Figure 1. Metal 1 (run 1).
Scale bar: 20 um. Supply wires on this layer in grey.
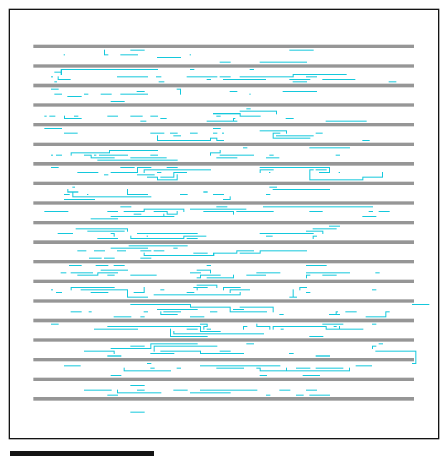
Figure 2. The metal 2 layer (run 1).
Cells faint in the background.
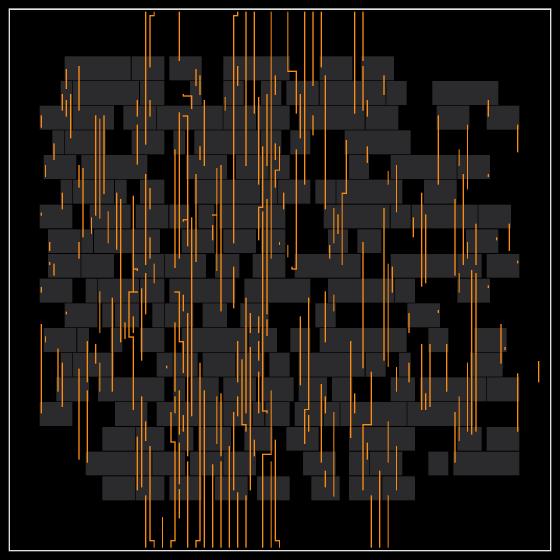
Figure 3. M3 wires (run 1).
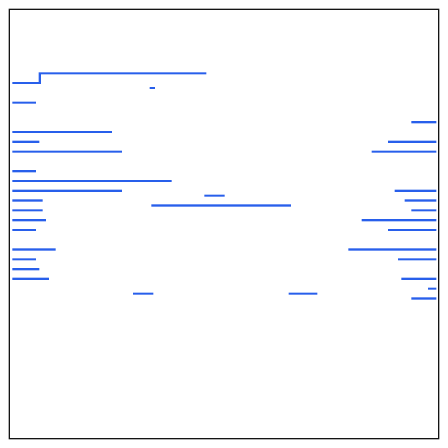
## src/rtl/control_pipe_pkg.sv

```systemverilog
// Shared types and constants for the control pipeline: decoded control bundle,
// ALU op encodings and the per-stage register layouts with their bubble values.
package ctrl_pkg;

  localparam int REG_ADDR_W = 5;
  localparam int ALUOP_W    = 3;

  // ALU op encodings from the decoder; this block only carries them to EX.
  localparam logic [ALUOP_W-1:0] ALUOP_ADD    = 3'd0;
  localparam logic [ALUOP_W-1:0] ALUOP_SUB    = 3'd1;
  localparam logic [ALUOP_W-1:0] ALUOP_FUNCT  = 3'd2;
  localparam logic [ALUOP_W-1:0] ALUOP_BRANCH = 3'd3;
  localparam logic [ALUOP_W-1:0] ALUOP_LUI    = 3'd4;

  typedef struct packed {
    logic               reg_write;
    logic               mem_write;
    logic               alu_src;
    logic               branch;
    logic               mem_read;
    logic [ALUOP_W-1:0] alu_op;
  } ctrl_bundle_t;

  localparam ctrl_bundle_t CTRL_BUBBLE = '0;

  typedef struct packed {
    logic                  valid;
    ctrl_bundle_t          ctrl;
    logic [REG_ADDR_W-1:0] rd;
  } ex_stage_t;

  typedef struct packed {
    logic                  valid;
    logic                  reg_write;
    logic                  mem_write;
    logic                  mem_read;
    logic                  branch;
    logic [REG_ADDR_W-1:0] rd;
  } mem_stage_t;

  typedef struct packed {
    logic                  valid;
    logic                  reg_write;
    logic                  mem_to_reg;
    logic [REG_ADDR_W-1:0] rd;
  } wb_stage_t;

  localparam ex_stage_t  EX_BUBBLE  = '{valid: 1'b0, ctrl: CTRL_BUBBLE, rd: '0};
  localparam mem_stage_t MEM_BUBBLE = '0;
  localparam wb_stage_t  WB_BUBBLE  = '0;

  function automatic logic reg_matches(input logic [REG_ADDR_W-1:0] a,
                                       input logic [REG_ADDR_W-1:0] b);
    return (a == b);
  endfunction

endpackage

```

## src/rtl/control_pipe_if.sv

```systemverilog
// Decode-side inputs and per-stage control outputs of control_pipe.
// master: the decode/datapath side; slave: the control pipe itself.
interface control_pipe_if;
  import ctrl_pkg::*;

  logic                  Valid_in;
  logic                  RegWrite_in;
  logic                  MemWrite_in;
  logic                  ALUSrc_in;
  logic                  Branch_in;
  logic                  MemRead_in;
  logic [ALUOP_W-1:0]    ALUOp_in;
  logic [REG_ADDR_W-1:0] Rd_in;
  logic [REG_ADDR_W-1:0] Rs1_in;
  logic [REG_ADDR_W-1:0] Rs2_in;
  logic                  Flush_in;
  logic                  Stall_out;

  logic                  ExValid_out;
  logic                  ExRegWrite_out;
  logic                  ExMemWrite_out;
  logic                  ExALUSrc_out;
  logic                  ExBranch_out;
  logic                  ExMemRead_out;
  logic [ALUOP_W-1:0]    ExALUOp_out;
  logic [REG_ADDR_W-1:0] ExRd_out;

  logic                  MemValid_out;
  logic                  MemRegWrite_out;
  logic                  MemMemWrite_out;
  logic                  MemMemRead_out;
  logic                  MemBranch_out;
  logic [REG_ADDR_W-1:0] MemRd_out;

  logic                  WbValid_out;
  logic                  WbRegWrite_out;
  logic                  WbMemToReg_out;
  logic [REG_ADDR_W-1:0] WbRd_out;

  modport master (
    output Valid_in, RegWrite_in, MemWrite_in, ALUSrc_in, Branch_in, MemRead_in,
           ALUOp_in, Rd_in, Rs1_in, Rs2_in, Flush_in,
    input  Stall_out,
           ExValid_out, ExRegWrite_out, ExMemWrite_out, ExALUSrc_out, ExBranch_out,
           ExMemRead_out, ExALUOp_out, ExRd_out,
           MemValid_out, MemRegWrite_out, MemMemWrite_out, MemMemRead_out,
           MemBranch_out, MemRd_out,
           WbValid_out, WbRegWrite_out, WbMemToReg_out, WbRd_out
  );

  modport slave (
    input  Valid_in, RegWrite_in, MemWrite_in, ALUSrc_in, Branch_in, MemRead_in,
           ALUOp_in, Rd_in, Rs1_in, Rs2_in, Flush_in,
    output Stall_out,
           ExValid_out, ExRegWrite_out, ExMemWrite_out, ExALUSrc_out, ExBranch_out,
           ExMemRead_out, ExALUOp_out, ExRd_out,
           MemValid_out, MemRegWrite_out, MemMemWrite_out, MemMemRead_out,
           MemBranch_out, MemRd_out,
           WbValid_out, WbRegWrite_out, WbMemToReg_out, WbRd_out
  );

endinterface

```

## src/rtl/control_pipe_stage_reg.sv

```systemverilog
// ctrl_stage_reg: one pipeline register that resets to, or can be forced to,
// its bubble value; otherwise it loads d every cycle.
module ctrl_stage_reg #(
  parameter int               WIDTH  = 1,
  parameter logic [WIDTH-1:0] BUBBLE = '0
) (
  input  logic             clk,
  input  logic             rst,
  input  logic             insert_bubble,
  input  logic [WIDTH-1:0] d,
  output logic [WIDTH-1:0] q
);

  always_ff @(posedge clk) begin
    if (rst || insert_bubble) begin
      q <= BUBBLE;
    end else begin
      q <= d;
    end
  end

endmodule

```

## src/rtl/control_pipe.sv

```systemverilog
// control_pipe: carries decoded control through EX/MEM/WB and inserts a bubble
// on load-use hazards or flushes. Define CTRL_PIPE_PERF_EN to add perf counters.
module control_pipe
  import ctrl_pkg::*;
(
  input  logic clk_i,
  input  logic rst_i,
  control_pipe_if.slave bus
`ifdef CTRL_PIPE_PERF_EN
  ,
  output logic [31:0] RetiredCount_out,
  output logic [31:0] BubbleCount_out
`endif
);

  ex_stage_t  ex_d, ex_q;
  mem_stage_t mem_d, mem_q;
  wb_stage_t  wb_d, wb_q;
  logic       hazard;
  logic       ex_insert_bubble;

  // A load in EX whose rd feeds the ID instruction must wait one cycle; a
  // flush kills the ID instruction anyway, so it suppresses the stall.
  assign hazard = ex_q.valid && ex_q.ctrl.mem_read && (ex_q.rd != '0) &&
                  bus.Valid_in && !bus.Flush_in &&
                  (reg_matches(ex_q.rd, bus.Rs1_in) || reg_matches(ex_q.rd, bus.Rs2_in));

  assign ex_insert_bubble = !bus.Valid_in || bus.Flush_in || hazard;
  assign bus.Stall_out    = hazard;

  always_comb begin
    ex_d                = EX_BUBBLE;
    ex_d.valid          = 1'b1;
    ex_d.ctrl.reg_write = bus.RegWrite_in;
    ex_d.ctrl.mem_write = bus.MemWrite_in;
    ex_d.ctrl.alu_src   = bus.ALUSrc_in;
    ex_d.ctrl.branch    = bus.Branch_in;
    ex_d.ctrl.mem_read  = bus.MemRead_in;
    ex_d.ctrl.alu_op    = bus.ALUOp_in;
    ex_d.rd             = bus.Rd_in;
  end

  // MEM no longer needs the ALU controls; WB only needs the write-back path.
  always_comb begin
    mem_d           = MEM_BUBBLE;
    mem_d.valid     = ex_q.valid;
    mem_d.reg_write = ex_q.ctrl.reg_write;
    mem_d.mem_write = ex_q.ctrl.mem_write;
    mem_d.mem_read  = ex_q.ctrl.mem_read;
    mem_d.branch    = ex_q.ctrl.branch;
    mem_d.rd        = ex_q.rd;

    wb_d            = WB_BUBBLE;
    wb_d.valid      = mem_q.valid;
    wb_d.reg_write  = mem_q.reg_write;
    wb_d.mem_to_reg = mem_q.mem_read;
    wb_d.rd         = mem_q.rd;
  end

  ctrl_stage_reg #(
    .WIDTH  ($bits(ex_stage_t)),
    .BUBBLE (EX_BUBBLE)
  ) u_ex_reg (
    .clk           (clk_i),
    .rst           (rst_i),
    .insert_bubble (ex_insert_bubble),
    .d             (ex_d),
    .q             (ex_q)
  );

  ctrl_stage_reg #(
    .WIDTH  ($bits(mem_stage_t)),
    .BUBBLE (MEM_BUBBLE)
  ) u_mem_reg (
    .clk           (clk_i),
    .rst           (rst_i),
    .insert_bubble (1'b0),
    .d             (mem_d),
    .q             (mem_q)
  );

  ctrl_stage_reg #(
    .WIDTH  ($bits(wb_stage_t)),
    .BUBBLE (WB_BUBBLE)
  ) u_wb_reg (
    .clk           (clk_i),
    .rst           (rst_i),
    .insert_bubble (1'b0),
    .d             (wb_d),
    .q             (wb_q)
  );

  assign bus.ExValid_out    = ex_q.valid;
  assign bus.ExRegWrite_out = ex_q.ctrl.reg_write;
  assign bus.ExMemWrite_out = ex_q.ctrl.mem_write;
  assign bus.ExALUSrc_out   = ex_q.ctrl.alu_src;
  assign bus.ExBranch_out   = ex_q.ctrl.branch;
  assign bus.ExMemRead_out  = ex_q.ctrl.mem_read;
  assign bus.ExALUOp_out    = ex_q.ctrl.alu_op;
  assign bus.ExRd_out       = ex_q.rd;

  assign bus.MemValid_out    = mem_q.valid;
  assign bus.MemRegWrite_out = mem_q.reg_write;
  assign bus.MemMemWrite_out = mem_q.mem_write;
  assign bus.MemMemRead_out  = mem_q.mem_read;
  assign bus.MemBranch_out   = mem_q.branch;
  assign bus.MemRd_out       = mem_q.rd;

  // The WB register keeps the raw write enable; x0 is masked only here.
  assign bus.WbValid_out    = wb_q.valid;
  assign bus.WbRegWrite_out = wb_q.reg_write && (wb_q.rd != '0);
  assign bus.WbMemToReg_out = wb_q.mem_to_reg;
  assign bus.WbRd_out       = wb_q.rd;

`ifdef CTRL_PIPE_PERF_EN
  logic [31:0] retired_cnt;
  logic [31:0] bubble_cnt;

  // Bubbles count only real ID instructions lost to a stall or flush.
  always_ff @(posedge clk_i) begin
    if (rst_i) begin
      retired_cnt <= '0;
      bubble_cnt  <= '0;
    end else begin
      if (wb_q.valid) begin
        retired_cnt <= retired_cnt + 32'd1;
      end
      if (bus.Valid_in && (bus.Flush_in || hazard)) begin
        bubble_cnt <= bubble_cnt + 32'd1;
      end
    end
  end

  assign RetiredCount_out = retired_cnt;
  assign BubbleCount_out  = bubble_cnt;
`endif

endmodule
```

## src/flat_wrapper.sv

```systemverilog
// flat-port wrapper written by rule: the top's interface ports become plain ports
module control_pipe_flat import ctrl_pkg::*;
  (clk_i, rst_i, bus_Valid_in, bus_RegWrite_in, bus_MemWrite_in, bus_ALUSrc_in, bus_Branch_in, bus_MemRead_in, bus_ALUOp_in, bus_Rd_in, bus_Rs1_in, bus_Rs2_in, bus_Flush_in, bus_Stall_out, bus_ExValid_out, bus_ExRegWrite_out, bus_ExMemWrite_out, bus_ExALUSrc_out, bus_ExBranch_out, bus_ExMemRead_out, bus_ExALUOp_out, bus_ExRd_out, bus_MemValid_out, bus_MemRegWrite_out, bus_MemMemWrite_out, bus_MemMemRead_out, bus_MemBranch_out, bus_MemRd_out, bus_WbValid_out, bus_WbRegWrite_out, bus_WbMemToReg_out, bus_WbRd_out);
  control_pipe_if bus_i ();
  input  logic clk_i;
  input  logic rst_i;
  input wire logic [$bits(bus_i.Valid_in)-1:0] bus_Valid_in;
  input wire logic [$bits(bus_i.RegWrite_in)-1:0] bus_RegWrite_in;
  input wire logic [$bits(bus_i.MemWrite_in)-1:0] bus_MemWrite_in;
  input wire logic [$bits(bus_i.ALUSrc_in)-1:0] bus_ALUSrc_in;
  input wire logic [$bits(bus_i.Branch_in)-1:0] bus_Branch_in;
  input wire logic [$bits(bus_i.MemRead_in)-1:0] bus_MemRead_in;
  input wire logic [$bits(bus_i.ALUOp_in)-1:0] bus_ALUOp_in;
  input wire logic [$bits(bus_i.Rd_in)-1:0] bus_Rd_in;
  input wire logic [$bits(bus_i.Rs1_in)-1:0] bus_Rs1_in;
  input wire logic [$bits(bus_i.Rs2_in)-1:0] bus_Rs2_in;
  input wire logic [$bits(bus_i.Flush_in)-1:0] bus_Flush_in;
  output wire logic [$bits(bus_i.Stall_out)-1:0] bus_Stall_out;
  output wire logic [$bits(bus_i.ExValid_out)-1:0] bus_ExValid_out;
  output wire logic [$bits(bus_i.ExRegWrite_out)-1:0] bus_ExRegWrite_out;
  output wire logic [$bits(bus_i.ExMemWrite_out)-1:0] bus_ExMemWrite_out;
  output wire logic [$bits(bus_i.ExALUSrc_out)-1:0] bus_ExALUSrc_out;
  output wire logic [$bits(bus_i.ExBranch_out)-1:0] bus_ExBranch_out;
  output wire logic [$bits(bus_i.ExMemRead_out)-1:0] bus_ExMemRead_out;
  output wire logic [$bits(bus_i.ExALUOp_out)-1:0] bus_ExALUOp_out;
  output wire logic [$bits(bus_i.ExRd_out)-1:0] bus_ExRd_out;
  output wire logic [$bits(bus_i.MemValid_out)-1:0] bus_MemValid_out;
  output wire logic [$bits(bus_i.MemRegWrite_out)-1:0] bus_MemRegWrite_out;
  output wire logic [$bits(bus_i.MemMemWrite_out)-1:0] bus_MemMemWrite_out;
  output wire logic [$bits(bus_i.MemMemRead_out)-1:0] bus_MemMemRead_out;
  output wire logic [$bits(bus_i.MemBranch_out)-1:0] bus_MemBranch_out;
  output wire logic [$bits(bus_i.MemRd_out)-1:0] bus_MemRd_out;
  output wire logic [$bits(bus_i.WbValid_out)-1:0] bus_WbValid_out;
  output wire logic [$bits(bus_i.WbRegWrite_out)-1:0] bus_WbRegWrite_out;
  output wire logic [$bits(bus_i.WbMemToReg_out)-1:0] bus_WbMemToReg_out;
  output wire logic [$bits(bus_i.WbRd_out)-1:0] bus_WbRd_out;
  assign bus_i.Valid_in = bus_Valid_in;
  assign bus_i.RegWrite_in = bus_RegWrite_in;
  assign bus_i.MemWrite_in = bus_MemWrite_in;
  assign bus_i.ALUSrc_in = bus_ALUSrc_in;
  assign bus_i.Branch_in = bus_Branch_in;
  assign bus_i.MemRead_in = bus_MemRead_in;
  assign bus_i.ALUOp_in = bus_ALUOp_in;
  assign bus_i.Rd_in = bus_Rd_in;
  assign bus_i.Rs1_in = bus_Rs1_in;
  assign bus_i.Rs2_in = bus_Rs2_in;
  assign bus_i.Flush_in = bus_Flush_in;
  assign bus_Stall_out = bus_i.Stall_out;
  assign bus_ExValid_out = bus_i.ExValid_out;
  assign bus_ExRegWrite_out = bus_i.ExRegWrite_out;
  assign bus_ExMemWrite_out = bus_i.ExMemWrite_out;
  assign bus_ExALUSrc_out = bus_i.ExALUSrc_out;
  assign bus_ExBranch_out = bus_i.ExBranch_out;
  assign bus_ExMemRead_out = bus_i.ExMemRead_out;
  assign bus_ExALUOp_out = bus_i.ExALUOp_out;
  assign bus_ExRd_out = bus_i.ExRd_out;
  assign bus_MemValid_out = bus_i.MemValid_out;
  assign bus_MemRegWrite_out = bus_i.MemRegWrite_out;
  assign bus_MemMemWrite_out = bus_i.MemMemWrite_out;
  assign bus_MemMemRead_out = bus_i.MemMemRead_out;
  assign bus_MemBranch_out = bus_i.MemBranch_out;
  assign bus_MemRd_out = bus_i.MemRd_out;
  assign bus_WbValid_out = bus_i.WbValid_out;
  assign bus_WbRegWrite_out = bus_i.WbRegWrite_out;
  assign bus_WbMemToReg_out = bus_i.WbMemToReg_out;
  assign bus_WbRd_out = bus_i.WbRd_out;
  control_pipe u_core (.clk_i(clk_i), .rst_i(rst_i), .bus(bus_i));
endmodule
```

## config.mk

```make
export PLATFORM = sky130hd
export DESIGN_NAME = control_pipe_flat
export DESIGN_NICKNAME = d
export VERILOG_FILES = /design/src/rtl/control_pipe_pkg.sv /design/src/rtl/control_pipe_if.sv /design/src/rtl/control_pipe_stage_reg.sv /design/src/rtl/control_pipe.sv /design/src/flat_wrapper.sv
export SDC_FILE = /design/constraint.sdc
export NUM_CORES = 1
export LEC_CHECK = 0
export CAP_MARGIN = 10
export CORE_MARGIN = 3
export CORE_UTILIZATION = 42
export CTS_CLUSTER_DIAMETER = 150
export CTS_CLUSTER_SIZE = 20
export DETAILED_ROUTE_END_ITERATION = 7
export PLACE_DENSITY_LB_ADDON = 0.3
export SLEW_MARGIN = 20
export SYNTH_ARGS = -nofsm -noshare
export SYNTH_HDL_FRONTEND = slang
export SYNTH_SLANG_ARGS = --single-unit
```

## constraint.sdc

```tcl
create_clock -name clk_i -period 4.8 [get_ports clk_i]
set_input_delay 1.44 -clock clk_i [delete_from_list [all_inputs] [get_ports clk_i]]
set_output_delay 1.44 -clock clk_i [all_outputs]
set_load 0.01 [all_outputs]
```

==> run_results.csv, run 1 <==
group,metric,value,unit
power,p_comb,0.0592,mW
die,n_tap_cell,30,
layout,design_area,1820,um^2
synthesis,netlist.area_leader.share,53.4,%
layout,top_register,"u_core.u_ex_reg.q",
layout,drive_gt1_share,10.7,%
timing,clock_skew,0.00725,ns
layout,dominant-cell-class,"registers",
min_path,hold_end,"u_core.u_mem_reg.q[5]$_SDFF_PP0_",
placed_design,hpwl,1.96,mm
power,p_leak,0.682,nW
detailed_routing,drt-met1-wl,878,um
worst_setup_path,worst-path-stages,6,
grt,use_met2,26.7,%
grt,grt_pass1_vias,916,
synthesis,syn_area,1200,um^2
grt,grt_max_degree,20,
die,core_area,2590,um^2
synthesis,syn_area_per_cell,10.9,um^2
timing,setup_ws,0.301,ns
detailed_routing,route.detailed.wl_per_inst,12.3,um
timing,fmax,222,MHz
cts,post_cts_buffers,0,
synthesis,edf_count,0,
layout,flop_area,641,um^2
synthesis,seq_area_frac_synth,53.4,%
detailed_routing,via_per_inst,4.56,
min_path,min_path_type,"register to register",
detailed_routing,drt_first_pass_iters,3,
synthesis,top_cells_by_count,"32 x dfxtp_1, 19 x nor2b_1, 13 x inv_1, 10 x xnor2_1, 8 x a211oi_2",
detailed_routing,drcViolationCount,0,
worst_setup_path,cp_top_family,"buffers and inverters",
timing,rsz0062_at_grt,"false",
layout,final.clkbuf_count,6,
cts,cts_hold_buf,0,
grt,grt_antenna_before_repair,0,
worst_setup_path,crit_path_top_delay_cell,"clkdlybuf4s50_1",
synthesis,synth_flop_count,32,
worst_setup_path,path_cells,"clkdlybuf4s50_1, xnor2_1, nand3_1, o22ai_4, and2_1, clkdlybuf4s50_1",
layout,reg.largest.list,"u_core.u_ex_reg.q (14), u_core.u_mem_reg.q (10), u_core.u_wb_reg.q (8)",
power,p_clk_share,29.0,%
layout,final_common_cell,"clkdlybuf4s50_1",
min_path,min_from,"u_core.u_ex_reg.q[9]$_SDFF_PP0_",
timing,final_max_slew_viol_count,0,
layout,flops,32,
cts,clk_pin_slew,0.09,ns
power,power_density,259,nW/um^2
flow_run,warnings,26,
detailed_routing,met3_length,235,um
synthesis,netlist_logic_family_top,"AND-OR/OR-AND gates",
layout,nMultiInputCombCells,56,
timing,timing.final.crit_share,93.7,%
synthesis,ys_cells,110,
worst_setup_path,cpPeakStageDelay,0.54,ns
timing,maxSlewHeadroom,56.0,%
power,p_sw,0.107,mW
worst_setup_path,crit_start,"bus_Rs1_in[2]",
cts,cts_buffer_depth,2,
timing,hold_viol_final,0,
status,status,"complete, no violations",
placed_design,gp_congestion,0.642,
timing,setup_viol,0,
power,maxPowerGroup,"registers",
placed_design,dp_cells,192,
synthesis,synth_nets,137,
power,power_switching_share,22.9,%
layout,seq_area_share,35.3,%
synthesis,ys_sh_adder,0,%
synthesis,synth_top_cell_by_area,"dfxtp_1",
synthesis,ys_sh_mux,0,%
worst_setup_path,worstPathRequired,3.36,ns
placed_design,placed_area,1770,um^2
cts,htreeDepth,2,
power,total_power,0.470,mW
timing,fin_hold_ws,0.465,ns
worst_setup_path,reg2reg_depth,5,
cts,cts_root_buf,"clkbuf_4",
placed_design,port_buffers,59,
layout,clkCellAreaFrac,2.55,%
timing,finalSetupTns,0,ns
grt,grt_use_total,16.5,%
die,die_area,3530,um^2
cts,cts.sinks,32,
layout,final-nonclk-buf-share,33.4,%
cts,cts_buffers,5,
layout,post-route-util,70.1,%
timing,layout_min_cycle_time,4.50,ns
detailed_routing,drtIter0Drc,10,
grt,gr-max-usage-layer,"met2",
synthesis,synth-async-reset-ratio,0,%
die,row_count,18,
grt,grt.met1_usage,17.2,%
layout,comb_area_share,24.1,%
## Picture notes: Figure 1
wire length on this layer	878 um
main direction	horizontal

## Picture notes: Figure 2
share of all routed wire	53%
wire length on this layer	1290 um
main direction	vertical

## Picture notes: Figure 3
main direction	horizontal
share of all routed wire	9.6%
nets with wire on the layer	30
longest straight run	23.0 um
wire length on this layer	236 um
met3 global-route usage: 9.37%
total wire length: 2.45 mm
routed via count: 908

Figure 4. Track usage over the die (run 1).
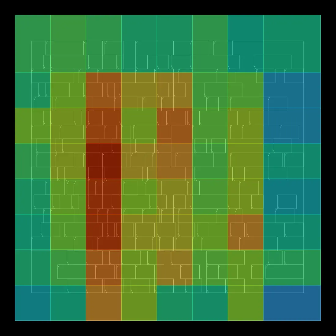

## Run 2: what changed since run 1
--- a/config.mk
+++ b/config.mk
@@ -7,10 +7,11 @@
 export LEC_CHECK = 0
 export CAP_MARGIN = 10
 export CORE_MARGIN = 3
-export CORE_UTILIZATION = 42
+export CORE_UTILIZATION = 35
 export CTS_CLUSTER_DIAMETER = 150
 export CTS_CLUSTER_SIZE = 20
 export DETAILED_ROUTE_END_ITERATION = 7
+export MAX_ROUTING_LAYER = met4
 export PLACE_DENSITY_LB_ADDON = 0.3
 export SLEW_MARGIN = 20
 export SYNTH_ARGS = -nofsm -noshare
==> constraint.sdc (replaced) <==
create_clock -name clk_i -period 4.1 [get_ports clk_i]
set_input_delay 1.23 -clock clk_i [delete_from_list [all_inputs] [get_ports clk_i]]
set_output_delay 1.23 -clock clk_i [all_outputs]
set_load 0.01 [all_outputs]
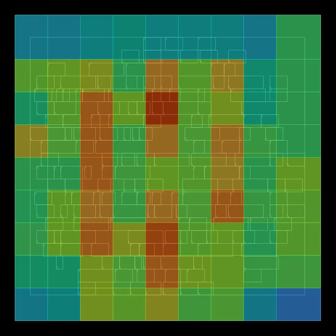
Figure 5: run 2, track usage over the die.
Core Util, Final: 59.3%
met2 capacity usage during global routing: 22.8%

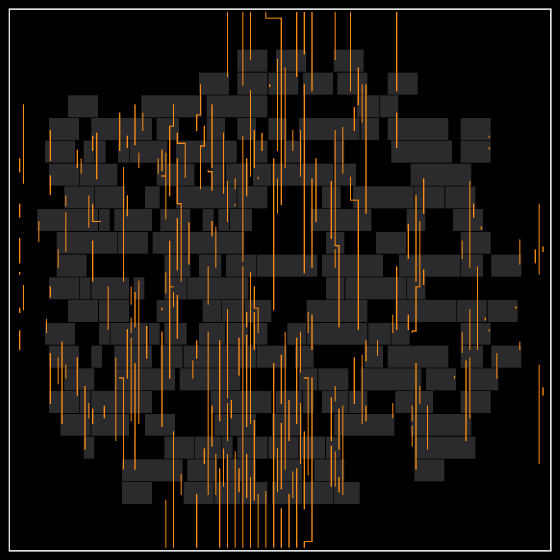
Figure 6: run 2, the metal 2 layer.
Cells faint in the background.
longest straight run	33.5 um
wire length on this layer	1260 um
share of all routed wire	50%
main direction	vertical
routed via count: 916
total wire length: 2.51 mm

==> run 2 against run 1 <==
  * Design area is 3.0% higher
  * First-iteration DRC count is 60% higher
  * Hold slack better by 0.0022 ns
  * Clock skew is 0.0010 ns lower
  * Combinational power is 19% higher
  * Wire length is 2.3% higher
  * Final cell count is 8.0% higher
==> run_results.csv, run 2 <==
group,metric,value,unit
min_path,min_from,"u_core.u_mem_reg.q[4]$_SDFF_PP0_",
synthesis,synth_top_cell_by_area,"dfxtp_1",
layout,comb_area_share,23.4,%
die,n_tap_cell,44,
worst_setup_path,crit_path_top_delay_cell,"clkdlybuf4s50_1",
power,total_power,0.616,mW
synthesis,netlist.area_leader.share,53.4,%
grt,grt_max_degree,20,
synthesis,netlist_logic_family_top,"AND-OR/OR-AND gates",
layout,reg.largest.list,"u_core.u_ex_reg.q (14), u_core.u_mem_reg.q (10), u_core.u_wb_reg.q (8)",
layout,seq_area_share,34.3,%
timing,setup_viol,0,
placed_design,port_buffers,59,
worst_setup_path,worstPathRequired,2.87,ns
timing,fmax,262,MHz
detailed_routing,route.detailed.wl_per_inst,11.7,um
worst_setup_path,path_cells,"clkdlybuf4s50_1, xnor2_1, nand3_1, o22ai_4, and2_1, dlygate4sd2_1",
worst_setup_path,cpPeakStageDelay,0.48,ns
power,power_density,330,nW/um^2
placed_design,gp_congestion,0.699,
layout,dominant-cell-class,"registers",
power,p_comb,0.0702,mW
layout,final_common_cell,"clkdlybuf4s50_1",
worst_setup_path,crit_start,"bus_Rs1_in[2]",
timing,final_max_slew_viol_count,0,
timing,timing.final.crit_share,93.3,%
die,core_area,3150,um^2
cts,cts_buffers,5,
layout,flop_area,641,um^2
placed_design,dp_cells,207,
cts,cts.sinks,32,
timing,fin_hold_ws,0.468,ns
worst_setup_path,reg2reg_depth,5,
status,status,"complete, no violations",
timing,maxSlewHeadroom,54.6,%
timing,finalSetupTns,0,ns
timing,clock_skew,0.00625,ns
synthesis,synth_nets,137,
layout,design_area,1870,um^2
grt,grt.met1_usage,13.6,%
synthesis,ys_sh_adder,0,%
layout,top_register,"u_core.u_ex_reg.q",
detailed_routing,drcViolationCount,0,
worst_setup_path,worst-path-stages,6,
synthesis,seq_area_frac_synth,53.4,%
power,maxPowerGroup,"registers",
placed_design,placed_area,1790,um^2
synthesis,syn_area,1200,um^2
flow_run,warnings,26,
die,die_area,4170,um^2
cts,cts_root_buf,"clkbuf_4",
min_path,hold_end,"u_core.u_wb_reg.q[4]$_SDFF_PP0_",
grt,gr-max-usage-layer,"met2",
cts,cts_buffer_depth,2,
synthesis,synth-async-reset-ratio,0,%
cts,cts_hold_buf,0,
cts,htreeDepth,2,
layout,final-nonclk-buf-share,32.7,%
synthesis,top_cells_by_count,"32 x dfxtp_1, 19 x nor2b_1, 13 x inv_1, 10 x xnor2_1, 8 x a211oi_2",
grt,grt_use_total,13.3,%
power,p_leak,0.706,nW
power,p_sw,0.126,mW
timing,layout_min_cycle_time,3.82,ns
timing,rsz0062_at_grt,"false",
layout,flops,32,
synthesis,edf_count,0,
synthesis,ys_sh_mux,0,%
## Run 3: what changed since run 2
--- a/config.mk
+++ b/config.mk
@@ -11,6 +11,7 @@
 export CTS_CLUSTER_DIAMETER = 150
 export CTS_CLUSTER_SIZE = 20
 export DETAILED_ROUTE_END_ITERATION = 7
+export GPL_ROUTABILITY_DRIVEN = 0
 export MAX_ROUTING_LAYER = met4
 export PLACE_DENSITY_LB_ADDON = 0.3
 export SLEW_MARGIN = 20
==> run 3 against run 2 <==
  * Design area is the same
  * Setup slack is the same
  * Die size is the same
  * Critical path depth is the same
  * Critical path type unchanged
  * Sequential share of layout area is the same
  * Global-route usage is the same
  * Largest cell class unchanged
  * Clock skew is the same
  * Area after synthesis is the same
  * Clock power is essentially flat
  * Hold slack is the same
==> run_results.csv, run 3 <==
group,metric,value,unit
status,status,"complete, no violations",
flow_run,warnings,26,
synthesis,top_cells_by_count,"32 x dfxtp_1, 19 x nor2b_1, 13 x inv_1, 10 x xnor2_1, 8 x a211oi_2",
synthesis,ys.flop_type,"dfxtp_1",
power,power_density,330,nW/um^2
worst_setup_path,crit_start,"bus_Rs1_in[2]",
timing,finalSetupTns,0,ns
power,p_leak,0.706,nW
grt,met3_usage,4.51,%
synthesis,synth_nets,137,
power,p_comb,0.0702,mW
layout,layout_top_cells,"58 x clkdlybuf4s50_1, 32 x dfxtp_1, 19 x nor2b_1, 13 x inv_1, 10 x xnor2_1",
die,core_area,3150,um^2
placed_design,placed_area,1790,um^2
synthesis,synthDistinctLibCells,21,
grt,gr-max-usage-layer,"met2",
cts,post_cts_buffers,0,
detailed_routing,wl,2.51,mm
die,die_h,64.6,um
timing,timing.final.crit_share,93.3,%
timing,setup_viol,0,
timing,clock_skew,0.00625,ns
cts,cts_tree,"done",
worst_setup_path,rr_endpoint,"u_core.u_ex_reg.q[12]$_SDFF_PP0_",
power,total_power,0.616,mW
synthesis,synth-async-reset-ratio,0,%
power,p_sw,0.126,mW
timing,final_max_slew_viol_count,0,
synthesis,netlist.area_leader.share,53.4,%
grt,use_met2,22.8,%
layout,top_register,"u_core.u_ex_reg.q",
timing,hold_viol_final,0,
detailed_routing,dr_total_vias,916,
cts,htreeDepth,2,
synthesis,netlist_logic_family_top,"AND-OR/OR-AND gates",
synthesis,seq_area_frac_synth,53.4,%
synthesis,simple_gate_share,14.2,%
timing,layout_min_cycle_time,3.82,ns
layout,final-nonclk-buf-share,32.7,%
timing,fmax,262,MHz
synthesis,syn_area,1200,um^2
cts,cts_root_buf,"clkbuf_4",
min_path,min_from,"u_core.u_mem_reg.q[4]$_SDFF_PP0_",
layout,final_common_cell,"clkdlybuf4s50_1",
power,maxPowerGroup,"registers",
worst_setup_path,crit_path_top_delay_cell,"clkdlybuf4s50_1",
layout,final.clkbuf_count,6,
synthesis,edf_count,0,
layout,reg.largest.list,"u_core.u_ex_reg.q (14), u_core.u_mem_reg.q (10), u_core.u_wb_reg.q (8)",
cts,clk_latency,0.32,ns
worst_setup_path,worstPathRequired,2.87,ns
timing,maxSlewHeadroom,54.6,%
layout,flop_area,641,um^2
grt,grt_use_total,13.3,%
detailed_routing,route.detailed.wl_per_inst,11.7,um
worst_setup_path,regToRegSetupSlack,2.69,ns
layout,flops,32,
layout,comb_area_share,23.4,%
synthesis,synth_top_cell_by_area,"dfxtp_1",
grt,grt.met1_usage,13.6,%
layout,num-nonclk-inverters,13,
synthesis,ys_sh_adder,0,%
layout,drive_gt1_share,11.7,%
layout,design_area,1870,um^2
timing,rsz0062_at_grt,"false",
synthesis,ys_sh_mux,0,%
layout,seq_area_share,34.3,%
worst_setup_path,worst-path-stages,6,
placed_design,dp_cells,207,
worst_setup_path,reg2reg_depth,5,
die,die_area,4170,um^2
cts,cts_hold_buf,0,
placed_design,port_buffers,59,
cts,cts.sinks,32,
worst_setup_path,cpPeakStageDelay,0.48,ns
cts,cts_buffer_depth,2,
die,n_tap_cell,44,
grt,grt_max_degree,20,
worst_setup_path,path_cells,"clkdlybuf4s50_1, xnor2_1, nand3_1, o22ai_4, and2_1, dlygate4sd2_1",
detailed_routing,drcViolationCount,0,
min_path,hold_end,"u_core.u_wb_reg.q[4]$_SDFF_PP0_",
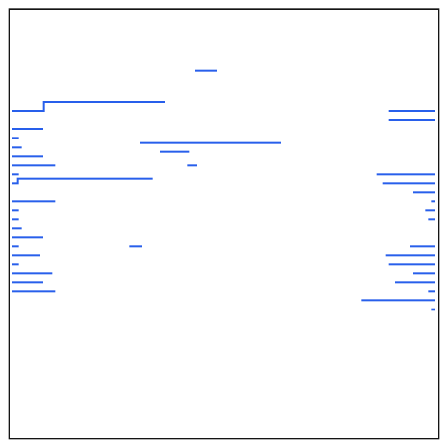
Figure 7: run 3, M3 wires.
main direction	horizontal
longest straight run	20.9 um

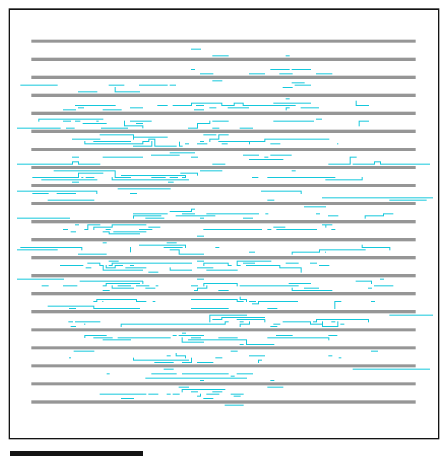
Figure 8: run 3, metal 1.
Scale bar: 20 um. Supply wires on this layer in grey.
longest straight run	16.6 um
main direction	horizontal
wire length on this layer	1010 um
share of all routed wire	40%


==> layout pictures side by side <==
Wire density map.
panel A
The die is cut into 12 by 12 equal tiles; dark blue is low, red is high, scaled to the fullest tile. Values are wire area over tile area, all layers added.
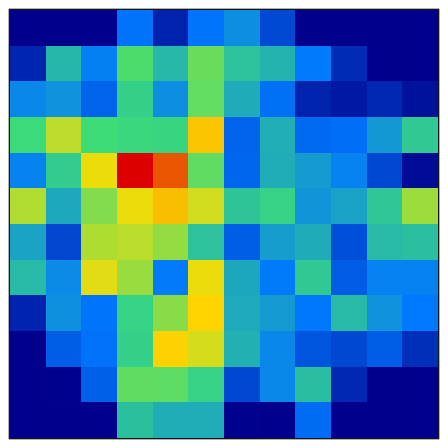
panel B
The die is cut into 13 by 13 equal tiles; dark blue is low, red is high, scaled to the fullest tile. Values are wire area over tile area, all layers added.
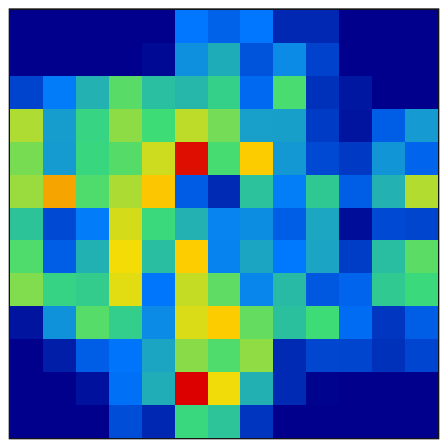
Panel A is run 1.
Panel B is run 2.

Power figures rest on the tool's default switching activity, not on a simulated workload.
